[src/rtl/counter_sequencer.sv]
// Push-button command sequencer for the board counter: synchronized key presses drive load,
// run/pause and single-step of a prescaled up/down count. Define DEBOUNCE_EN to debounce keys.
module counter_sequencer #(
   parameter int WIDTH     = 8,
   parameter int TICK_DIV  = 50_000_000,
   parameter int DB_CYCLES = 1_000_000
) (
   input  logic             clk,
   input  logic             rst,
   input  logic             key_load_n,
   input  logic             key_run_n,
   input  logic             key_step_n,
   input  logic [WIDTH-1:0] load_val,
   input  logic             up,
   output logic [WIDTH-1:0] count,
   output logic             tick,
   output logic             running,
   output logic             wrap
);
   localparam int PW     = $clog2(TICK_DIV);
   localparam int K_LOAD = 0;
   localparam int K_RUN  = 1;
   localparam int K_STEP = 2;

   typedef enum logic {IDLE = 1'b0, RUN = 1'b1} state_t;

   logic [2:0]       key_n;
   logic [2:0]       press;
   state_t           state_reg, state_next;
   logic [PW-1:0]    presc_reg, presc_next;
   logic [WIDTH-1:0] count_reg, count_next;
   logic             tick_reg, tick_next;
   logic             wrap_reg, wrap_next;
   logic             update;

   if (TICK_DIV < 2 || DB_CYCLES < 1) begin : g_bad_params
      $error("counter_sequencer: TICK_DIV must be >= 2 and DB_CYCLES >= 1");
   end

   assign key_n = {key_step_n, key_run_n, key_load_n};

   for (genvar gi = 0; gi < 3; gi++) begin : g_key
      logic sync1_reg, sync2_reg, level, level_d_reg, press_reg;

      always_ff @(posedge clk or posedge rst) begin
         if (rst) begin
            sync1_reg <= 1'b1;
            sync2_reg <= 1'b1;
         end else begin
            sync1_reg <= key_n[gi];
            sync2_reg <= sync1_reg;
         end
      end

`ifdef DEBOUNCE_EN
      localparam int DW = $clog2(DB_CYCLES + 1);
      logic [DW-1:0] db_cnt_reg;
      logic          db_level_reg;

      // Any return to the accepted level restarts the stability count.
      always_ff @(posedge clk or posedge rst) begin
         if (rst) begin
            db_cnt_reg   <= '0;
            db_level_reg <= 1'b1;
         end else if (sync2_reg == db_level_reg) begin
            db_cnt_reg <= '0;
         end else if (db_cnt_reg == DW'(DB_CYCLES - 1)) begin
            db_cnt_reg   <= '0;
            db_level_reg <= sync2_reg;
         end else begin
            db_cnt_reg <= db_cnt_reg + DW'(1);
         end
      end
      assign level = db_level_reg;
`else
      assign level = sync2_reg;
`endif

      always_ff @(posedge clk or posedge rst) begin
         if (rst) begin
            level_d_reg <= 1'b1;
            press_reg   <= 1'b0;
         end else begin
            level_d_reg <= level;
            press_reg   <= level_d_reg & ~level;
         end
      end
      assign press[gi] = press_reg;
   end

   always_ff @(posedge clk or posedge rst) begin
      if (rst) state_reg <= IDLE;
      else     state_reg <= state_next;
   end

   always_comb begin
      state_next = state_reg;
      if (!press[K_LOAD] && press[K_RUN])
         state_next = (state_reg == IDLE) ? RUN : IDLE;
   end

   // Priority load > run > step; a run press also beats a coincident prescaler terminal count.
   always_comb begin
      update     = 1'b0;
      presc_next = presc_reg;
      count_next = count_reg;
      tick_next  = 1'b0;
      wrap_next  = 1'b0;
      if (press[K_LOAD]) begin
         count_next = load_val;
         presc_next = '0;
      end else if (press[K_RUN]) begin
         presc_next = '0;
      end else if (state_reg == RUN) begin
         if (presc_reg == PW'(TICK_DIV - 1)) begin
            presc_next = '0;
            update     = 1'b1;
         end else begin
            presc_next = presc_reg + PW'(1);
         end
      end else if (press[K_STEP]) begin
         update = 1'b1;
      end
      if (update) begin
         tick_next = 1'b1;
         if (up) begin
            count_next = count_reg + WIDTH'(1);
            wrap_next  = &count_reg;
         end else begin
            count_next = count_reg - WIDTH'(1);
            wrap_next  = ~|count_reg;
         end
      end
   end

   always_ff @(posedge clk or posedge rst) begin
      if (rst) begin
         presc_reg <= '0;
         count_reg <= '0;
         tick_reg  <= 1'b0;
         wrap_reg  <= 1'b0;
      end else begin
         presc_reg <= presc_next;
         count_reg <= count_next;
         tick_reg  <= tick_next;
         wrap_reg  <= wrap_next;
      end
   end

   assign count   = count_reg;
   assign tick    = tick_reg;
   assign wrap    = wrap_reg;
   assign running = (state_reg == RUN);
endmodule

[config.mk]
export PLATFORM = sky130hd
export DESIGN_NAME = counter_sequencer
export DESIGN_NICKNAME = d
export VERILOG_FILES = /design/src/rtl/counter_sequencer.sv
export SDC_FILE = /design/constraint.sdc
export NUM_CORES = 1
export LEC_CHECK = 0
export ABC_AREA = 1
export CORE_MARGIN = 4
export CORE_UTILIZATION = 40
export DETAILED_ROUTE_END_ITERATION = 10
export GPL_TIMING_DRIVEN = 0
export PLACE_DENSITY = 0.64
export SETUP_SLACK_MARGIN = 0.02
export SYNTH_ARGS = -nofsm -noshare
export SYNTH_HDL_FRONTEND = slang
export SYNTH_SLANG_ARGS = --single-unit
export TNS_END_PERCENT = 20
[constraint.sdc]
create_clock -name clk -period 2.3 [get_ports clk]
set_clock_uncertainty 0.15 [all_clocks]
set_input_delay 0.69 -clock clk [delete_from_list [all_inputs] [get_ports clk]]
set_output_delay 0.69 -clock clk [all_outputs]
set_load 0.01 [all_outputs]
Run 1, routed metal, one colour a layer:
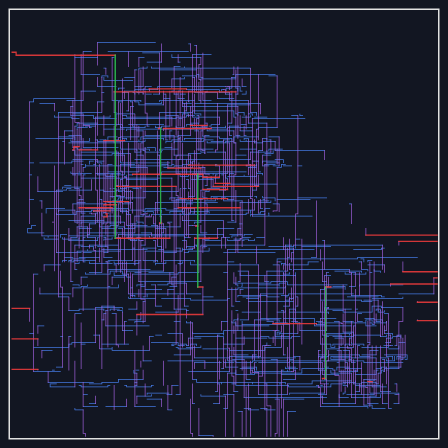
| colour | layer | wire length |
|---|---|---|
| green | metal 4 | 107 µm |
| blue | metal 1 | 3340 µm |
| purple | metal 2 | 3320 µm |
| red | metal 3 | 317 µm |
number of vias in the routed layout: 2721
Routed Wire Length: 7090 µm
wire length per cell: 13.1 µm
GRT Util Overall: 0.171

Run 1, pin placement:
Pins as bars across the die edge, other pins in grey.
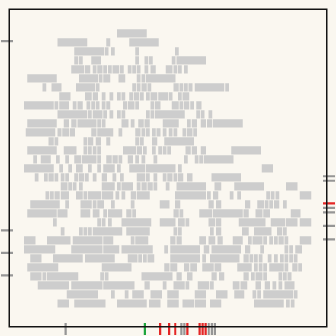
| colour | port | pins | direction | edge |
|---|---|---|---|---|
| red | `load_val` | 8 | input | 7 bottom, 1 right |
| green | `running` | 1 | output | bottom |
all pins by edge: 14 bottom, 7 right, 4 left
total of buffers placed on input and output ports: 24
die x size: 95.4 µm
die height: 95.4 µm

Run 1, gate-type map:
Bar = 20 µm.
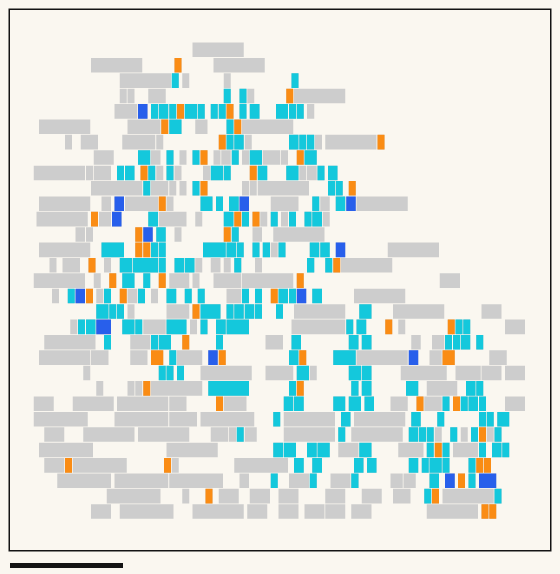
| colour | family | cells |
|---|---|---|
| blue | aoi and oai cells | 14 |
| orange | inv cells | 54 |
| cyan | nand cells | 188 |
final instance count without filler cells: 541
fraction of area in multi-input gates: 0.454
most frequent logic cell in the layout: sky130_fd_sc_hd__nand2_1

run 1: what timing repair did:
action / CTS / global route
setup endpoints to repair: 7 / 3
gates resized: 8 / 3
pin swaps: 1 / 0
endpoints found under the hold margin: 0 / 0
run 1: layout make-up:
| type | count | area (µm²) |
|---|---|---|
| Buffer | 4 | 25.0 |
| Clock buffer | 5 | 68.8 |
| Clock inverter | 3 | 26.3 |
| Fill cell | 720 | 3750 |
| Inverter | 54 | 208 |
| Multi-Input combinational cell | 302 | 1620 |
| Sequential cell | 49 | 1240 |
| Tap cell | 99 | 124 |
| Timing Repair Buffer | 25 | 259 |
run 1: power groups by stage:
stage,clock network (mW),logic [mW],registers [mW]
after floorplan,0,0.695,1.16
after global placement,0,1.09,1.16
after detailed placement,0,1.11,1.16
after CTS,0.566,1.15,1.15
after global routing,0.607,1.29,1.19
final,0.543,1.15,1.16
run 1: Yosys cell counts:
cell type,number,area share
sky130_fd_sc_hd__nand4_2,1,0.0041
sky130_fd_sc_hd__xor2_1,9,0.026
sky130_fd_sc_hd__nand2_4,4,0.015
sky130_fd_sc_hd__nor2_4,3,0.011
sky130_fd_sc_hd__nand3_1,50,0.082
sky130_fd_sc_hd__nand2_8,1,0.0065
sky130_fd_sc_hd__or2_2,2,0.0041
sky130_fd_sc_hd__buf_2,2,0.0033
sky130_fd_sc_hd__o21bai_1,1,0.0025
sky130_fd_sc_hd__fa_1,1,0.0065
sky130_fd_sc_hd__nor3b_1,1,0.0025
sky130_fd_sc_hd__nor4_1,2,0.0041
sky130_fd_sc_hd__inv_1,48,0.059
sky130_fd_sc_hd__nand2_2,4,0.0082
sky130_fd_sc_hd__clkbuf_1,1,0.0012
sky130_fd_sc_hd__ha_1,7,0.029
sky130_fd_sc_hd__nor3_1,9,0.015
sky130_fd_sc_hd__a21oi_1,5,0.0082
sky130_fd_sc_hd__nand3_2,2,0.0065
sky130_fd_sc_hd__o21ai_0,7,0.011
sky130_fd_sc_hd__clkinv_1,2,0.0025
sky130_fd_sc_hd__xnor2_1,2,0.0057
sky130_fd_sc_hd__o21ai_1,1,0.0016
sky130_fd_sc_hd__nor2_2,3,0.0061
sky130_fd_sc_hd__buf_6,1,0.0037
sky130_fd_sc_hd__dfstp_2,9,0.077
sky130_fd_sc_hd__nand2_1,105,0.13
sky130_fd_sc_hd__inv_2,3,0.0037
sky130_fd_sc_hd__dfrtp_1,40,0.33
sky130_fd_sc_hd__inv_4,1,0.0020
sky130_fd_sc_hd__nor2_1,55,0.068
sky130_fd_sc_hd__nor3_4,3,0.016
sky130_fd_sc_hd__nor3_2,3,0.0098
sky130_fd_sc_hd__nand4_1,21,0.043
run 1: worst max path at each step:
stage                   from            end  slack, ns
CTS                 count[0]       count[0]      0.009
global route        count[5]       count[5]       0.04
floorplan                rst       count[0]       0.30
global placement         rst  presc_reg[20]      -0.70
detailed placement        up       count[7]      -0.49
finish              count[5]       count[5]        0.1
run 1: metal layers:
metal	vias up	GRT usage
met4	0	0.0545
met3	9	0.0268
li1	1390	-
met2	69	0.272
met5	-	0
met1	1253	0.239
==> run notes, run 1 <==
The run gives 0.405 as the post-synthesis sequential area ratio. The post-synthesis instance area was 0.00306 mm²; the total buffers and inverters traversed by the critical path was 1. Yosys printed 0 warnings.

The share of synthesized area spent on multiplexers was 0; the part of the power in registers was 0.406. For the count of H-tree levels built during CTS, the log shows 2. The post-detailed-placement cell area is 0.00344 mm², and the cell row count is 31.

The aoi/oai-family share of the synthesized area is 0.0237. Routed signal wires occupy layers up through met4. The area overhead of the layout relative to synthesis is 16.9%. Looking at the critical path, the highest net fanout was 5. The source of the worst hold timing path is g_key[0].sync1_reg. For the top-level port count, the log shows 25.

From the final report, the count of setup violators was given as 0. The CTS report gives the tree buffer count as 5. In this run the remaining antenna-violating nets after routing total 0. Summed over all cells, the static leakage comes to 1.61 nW.

The run gives 8 for the number of cell instances on the worst register-to-register path. Per the detail_route report, vias per standard cell equal 5.03. The core area was 0.00733 mm²; the synthesis-stage register bit count was 49.

For this run the aggregate overflow at the end of global routing stands at 0. The post-route report lists met1 wire length as 3340 µm. With the post-CTS setup repair buffer count at 0, the data arrival time of the worst path is 1.36 ns. The average size of a mapped cell came out at 7.48 µm². The run gives 0.39 ns for the register-to-register setup slack. For the highest attainable clock frequency, the log shows 454 MHz. The count of instantiated cells in the yosys netlist is 409.

The registers of the reported paths see a clock transition of 0.10 ns. In the synthesized netlist, the dominant kind of combinational cell is simple AND/OR/NAND/NOR gates. Per the gpl log, the routability congestion estimate is 0.901. The logs give 463 for the number of nets in the final layout and 533 for the cell count after placement.

The run finished with clean final reports. The area fraction in and, or, nand and nor cells after synthesis is 0.430. For the number of distinct library cells after synthesis, the log shows 34. The worst path meets setup with 0.0970 ns of slack. The worst min-delay path class was reg2reg. The number of antenna violations at the first check in global routing came out at 0. The number of buffers inserted for hold repair after clock tree synthesis is 0. With the worst vdd rail ir drop at 0.000421 V, the floorplan die area is 0.00911 mm². The area fraction in full adders, half adders and majority gates was 0.0352.
==> run 1 -> run 2 <==
--- a/config.mk
+++ b/config.mk
@@ -8,7 +8,8 @@
 export ABC_AREA = 1
+export CORE_ASPECT_RATIO = 1.4
 export CORE_MARGIN = 4
-export CORE_UTILIZATION = 40
+export CORE_UTILIZATION = 45
 export DETAILED_ROUTE_END_ITERATION = 10
 export GPL_TIMING_DRIVEN = 0
-export PLACE_DENSITY = 0.64
+export PLACE_DENSITY = 0.7
 export SETUP_SLACK_MARGIN = 0.02
==> constraint.sdc (replaced) <==
create_clock -name clk -period 2.3 [get_ports clk]
set_clock_uncertainty 0.15 [all_clocks]
set_input_delay 0.345 -clock clk [delete_from_list [all_inputs] [get_ports clk]]
set_output_delay 0.345 -clock clk [all_outputs]
set_load 0.01 [all_outputs]
Run 2, routed metal, one colour a layer:
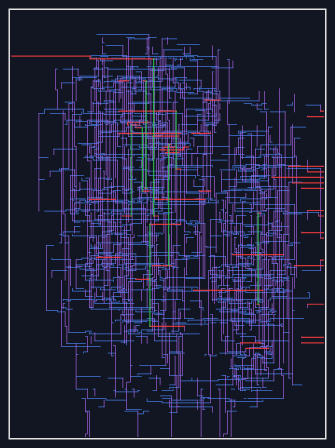
| colour | layer | wire length |
|---|---|---|
| blue | metal 1 | 2870 µm |
| red | metal 3 | 280 µm |
| green | metal 4 | 195 µm |
| purple | metal 2 | 4080 µm |
GRT Util Overall: 0.192
wire length per cell: 13.9 µm
Routed Wire Length: 7430 µm
number of vias in the routed layout: 2782

Run 2, pin placement:
Pins as bars across the die edge, other pins in grey.
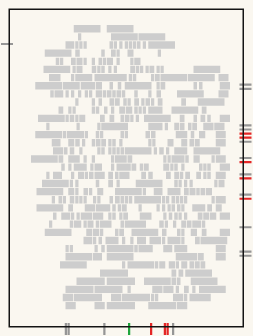
| colour | port | pins | direction | edge |
|---|---|---|---|---|
| green | `running` | 1 | output | bottom |
| red | `load_val` | 8 | input | 5 right, 3 bottom |
all pins by edge: 16 right, 8 bottom, 1 left
die height: 106 µm
die x size: 77.7 µm

==> run notes, run 2 <==
The cell type contributing the most total cell area after synthesis is sky130_fd_sc_hd__dfrtp_1. The tools report the highest attainable clock frequency as 485 MHz (+6.9%). The detailed-route vias per instance came out at 5.21 (+3.6%). The number of nets with antenna violations after routing was 0 (unchanged).

Floorplan die area: 0.00820 mm² (-10%). The run gives 0 (-8) for the number of instances resized during post-cts repair. The post-synthesis instance area is 0.00306 mm² (unchanged), and the area fraction in and, or, nand and nor cells after synthesis is 0.430 (unchanged). The most repeated cell in the gate-level netlist after synthesis was sky130_fd_sc_hd__nand2_1. The number of cell instances on the worst register-to-register path works out to 8 (unchanged). The run gives 35 (+13%) as the cell row count.

The number of distinct library cells after synthesis is 34 (unchanged). The number of antenna violations at the first check in global routing was 0 (unchanged); the fraction of synthesis flops using an asynchronous set or reset pin was 1.00 (unchanged). The run gives 0.917 (+1.8%) for the final weighted congestion in routability-driven placement.

The number of buffers inserted for hold repair after clock tree synthesis is 0 (unchanged). The total buffers and inverters traversed by the critical path came out at 2 (+1). The met1 track demand over resource is 0.200 (-0.0384).

The clock edge transition at the registers on the reported setup and hold paths is 0.09 ns (about the same), and the global-route met3 utilization is 0.0282 (+0.00137). The data arrival time of the worst path came out at 2.11 ns (+0.75 ns). The run gives 2 (unchanged) as the count of H-tree levels built during CTS. The synthesis run shows the most used standard cells to be sky130_fd_sc_hd__nand2_1 (105), sky130_fd_sc_hd__nor2_1 (55), sky130_fd_sc_hd__nand3_1 (50). Sorting the synthesized cells by area gives the leading types as sky130_fd_sc_hd__dfrtp_1 (33%), sky130_fd_sc_hd__nand2_1 (13%), sky130_fd_sc_hd__nand3_1 (8.2%). The top-level port count came out at 25 (unchanged). The static leakage was 1.63 nW (+0.89%); the total number of yosys warnings was 0 (unchanged). Most common cell after layout, fill and taps aside: sky130_fd_sc_hd__nand2_1. The run gives 409 (unchanged) for the count of instantiated cells in the yosys netlist.

The logs give 0 (unchanged) for the total overflow reported by the global router and 0.376 (+0.104) for the met2 usage in global routing. Worst min-delay path class: in2async. The highest-utilization routing layer at the global route stage is met2.

The maximum fanout count along the critical path was 7 (+2); the post-CTS setup repair buffer count was 0 (unchanged). The share of synthesized area spent on multiplexers came out at 0 (unchanged). The run gives 49 (unchanged) for the synthesis-stage register bit count. The combinational family with the most area after synthesis was simple AND/OR/NAND/NOR gates. The number of nets in the final layout was 463 (unchanged).

The area share of the largest cell type after synthesis is 0.327 (unchanged). The run gives 0 (unchanged) for the number of enable flip-flop cells. The cell count after placement was 526 (-1.3%). The flow ran to the end, and the final reports show no timing, DRC or antenna violations. For the part of the power in registers, the log shows 0.400 (-0.006).
Run 2, gate-type map:
Bar = 20 µm.
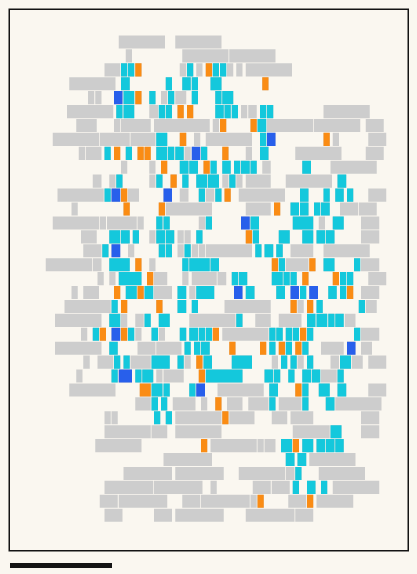
| colour | family | cells |
|---|---|---|
| orange | inv cells | 54 |
| blue | aoi and oai cells | 14 |
| cyan | nand cells | 188 |
fraction of area in multi-input gates: 0.448
final instance count without filler cells: 534

==> run 2: cell count changes in the layout (fill, tap and decap cells not counted), sizes merged <==
cell,previous run,this run
inv,55,52
dlygate4sd2,1,0
clkbuf,6,8
bufinv,0,1
clkdlybuf4s50,23,24
==> run 2: kinds of logic after synthesis <==
kind of cell | after synthesis
compound gates | 14
buf+inv | 58
fa+ha+maj | 8
flops | 49
simple gates | 269
xor+xnor | 11
==> run 2: through the flow <==
stage               setup slack [ns]  hold WS [ns]  cell area (µm²)  setup TNS [ns]   util
finish                         0.240         0.161             3550               0  0.537
global route                   0.110         0.182             3550               0  0.537
CTS                            0.244         0.168             3550               0  0.537
detailed placement           -0.0851         0.197             3430          -0.295  0.519
global placement              -0.342         0.196             3410          -13.79  0.516
floorplan                      0.647         0.195             3060               0      -
==> run 2: power groups by stage <==
stage	Sequential, mW	Combinational [mW]	Clock [mW]
floorplan	1.16	0.695	0
global placement	1.16	1.07	0
detailed placement	1.17	1.09	0
CTS	1.15	1.10	0.666
global route	1.17	1.21	0.691
finish	1.15	1.09	0.641
==> run 2: worst register-to-register path, delay by kind of cell (launching register included) <==
family,cells,cell delay [ns]
and+or+nand+nor,7,0.98
DFF,1,0.42
adders and majority gates,1,0.27
==> run 2: path summary, 6_finish.rpt <==
path / from / to / slack (ns)
max: up / count[7] / 0.24
min: rst / count[0] / 0.16
max reg2reg: presc_reg[0] / presc_reg[24] / 0.40
min reg2reg: g_key[0].sync1_reg / g_key[0].level / 0.20
max in group asynchronous: rst / g_key[2].sync1_reg / 1.28
min in group clk: g_key[0].sync1_reg / g_key[0].level / 0.20
==> run 2: metal layers <==
layer	part of all wire	routed length (µm)	vias up
met3	0.038	280	17
met5	0	0	-
met1	0.39	2870	1308
li1	-	-	1389
met4	0.026	195	0
met2	0.55	4080	68
==> run 2: cell type report <==
type	count	area (µm²)	area share
tap	92	115	0.0324
inverter	54	205	0.0578
multi-input combinational	302	1590	0.448
timing repair buffer	25	260	0.0733
clock buffer	7	86.3	0.0243
sequential	49	1240	0.349
buffer	4	25.0	0.00705
clock inverter	1	30.0	0.00846
==> run 2 -> run 3 <==
- CTS_BUF_LIST: not set -> sky130_fd_sc_hd__clkbuf_8 sky130_fd_sc_hd__clkbuf_16
- SLEW_MARGIN: not set -> 20
Run 3, pin placement:
Pins as bars across the die edge, other pins in grey.
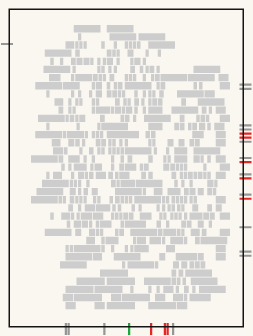
| colour | port | pins | direction | edge |
|---|---|---|---|---|
| green | `running` | 1 | output | bottom |
| red | `load_val` | 8 | input | 5 right, 3 bottom |
all pins by edge: 16 right, 8 bottom, 1 left

Run 3, gate-type map:
Bar = 20 µm.
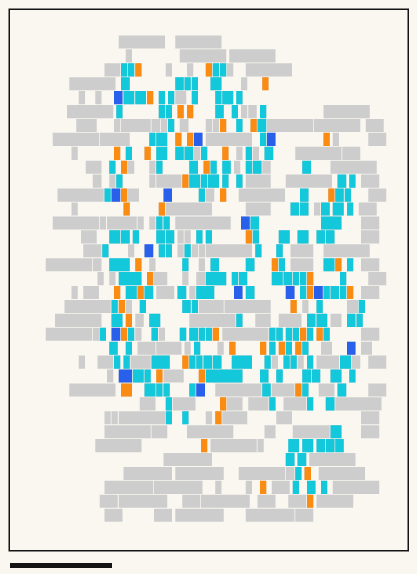
| colour | family | cells |
|---|---|---|
| blue | aoi and oai cells | 14 |
| orange | inv cells | 54 |
| cyan | nand cells | 188 |

==> run notes, run 3 <==
The run finished with clean final reports. The static leakage came out at 1.63 nW (+0.26%). By instance count after routing, the leading logic cell type is sky130_fd_sc_hd__nand2_1. Count of H-tree levels built during CTS: 2 (unchanged). The run gives 0 (unchanged) for the number of enable flip-flop cells.

The tools report the sum of routed wire length over all layers as 7370 µm (-0.89%). For the number of distinct library cells after synthesis, the log shows 34 (unchanged). The worst slack on hold paths is 0.168 ns (+0.00770 ns), and the floorplan die area is 0.00820 mm² (unchanged). By area the synthesized netlist is led by sky130_fd_sc_hd__dfrtp_1 (33%), sky130_fd_sc_hd__nand2_1 (13%), sky130_fd_sc_hd__nand3_1 (8.2%). The number of antenna violations at the first check in global routing was 0 (unchanged); the post-synthesis instance area was 0.00306 mm² (unchanged). The run gives 0 (unchanged) for the post-CTS setup repair buffer count. For the data arrival time of the worst path, the log shows 2.19 ns (+0.08 ns). The cell type contributing the most total cell area after synthesis is sky130_fd_sc_hd__dfrtp_1.

With the top-level port count at 25 (unchanged), the number of nets in the final layout is 463 (unchanged). The width of the die was 77.7 µm (unchanged). The total track usage was 0.191 (-0.000685). Launch point of the worst path: up.
Run 3, routed metal, one colour a layer:
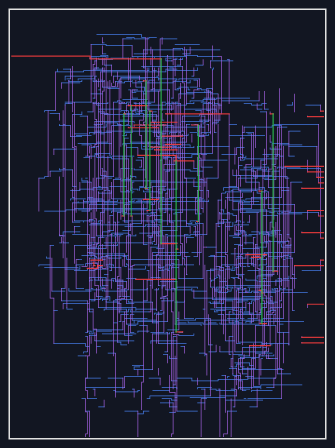
| colour | layer | wire length |
|---|---|---|
| purple | metal 2 | 3980 µm |
| blue | metal 1 | 2870 µm |
| green | metal 4 | 286 µm |
| red | metal 3 | 223 µm |
wire length per cell: 13.8 µm
number of vias in the routed layout: 2803

==> run 3: cell families (layout without fill, tap and decap cells) <==
| group | Yosys count | after routing | synth area share |
|---|---|---|---|
| AND-OR/OR-AND | 14 | 14 | 0.0237 |
| XOR/XNOR | 11 | 11 | 0.0315 |
| adder cells (fa/ha/maj) | 8 | 8 | 0.0352 |
| buffers and inverters | 58 | 91 | 0.0753 |
| flip-flops | 49 | 49 | 0.405 |
| AND/OR/NAND/NOR | 269 | 269 | 0.430 |
==> run 3: worst min-delay path by stage <==
stage,slack (ns),startpoint,cells after the start,to
after detailed placement,0.20,g_key[2].sync1_reg,0,g_key[2].level
after CTS,0.17,rst,2,count[0]
after global placement,0.20,g_key[0].sync1_reg,0,g_key[0].level
final,0.17,rst,2,count[0]
after floorplan,0.20,g_key[0].sync1_reg,0,g_key[0].level
after global routing,0.18,rst,2,count[0]
==> run 3: layout make-up <==
cell class / instances / area, µm² / share of cell area
multi-input cells: 302 / 1590 / 0.448
flip-flops and latches: 49 / 1240 / 0.349
repair buffers: 25 / 260 / 0.0733
inverters: 54 / 205 / 0.0578
well taps: 92 / 115 / 0.0324
clock buffers: 6 / 82.6 / 0.0233
clock inverters: 2 / 33.8 / 0.00952
plain buffers: 4 / 25.0 / 0.00705
==> run 3: stage by stage <==
| step | setup WS, ns | instance area [µm²] | setup TNS [ns] | power, mW | instances |
|---|---|---|---|---|---|
| 2_1_floorplan | 0.647 | 3060 | 0 | 1.85 | 409 |
| 3_3_place_gp | -0.342 | 3410 | -13.79 | 2.23 | 525 |
| 3_5_place_dp | -0.0825 | 3430 | -0.283 | 2.26 | 526 |
| 4_1_cts | 0.225 | 3550 | 0 | 2.91 | 534 |
| 5_1_grt | 0.0778 | 3550 | 0 | 3.07 | 534 |
| 6_report | 0.198 | 3550 | 0 | 2.88 | 534 |
==> run 3: power by group <==
group          switching [mW]  leakage, nW  internal, mW
logic                   0.629        0.935         0.464
clock network           0.281       0.0626         0.350
registers               0.174        0.632         0.978
==> run 3: critical path, stage by stage <==
cell,delay (ns)
sky130_fd_sc_hd__clkdlybuf4s50_1,0.54
sky130_fd_sc_hd__inv_1,0.19
sky130_fd_sc_hd__ha_1,0.44
sky130_fd_sc_hd__nand2_1,0.12
sky130_fd_sc_hd__nor2_1,0.10
sky130_fd_sc_hd__nand2_1,0.08
sky130_fd_sc_hd__nand3_1,0.08
sky130_fd_sc_hd__nand2_1,0.05
sky130_fd_sc_hd__nand2_1,0.07
sky130_fd_sc_hd__nand4_1,0.09
sky130_fd_sc_hd__nand3_1,0.09
==> run 3: routing by layer <==
metal / part of all wire / track usage
met5: 0 / 0
met2: 0.54 / 0.365
met4: 0.039 / 0.0814
met3: 0.030 / 0.0239
met1: 0.39 / 0.206
No activity file was given, so power comes from the tool's default toggle rates.
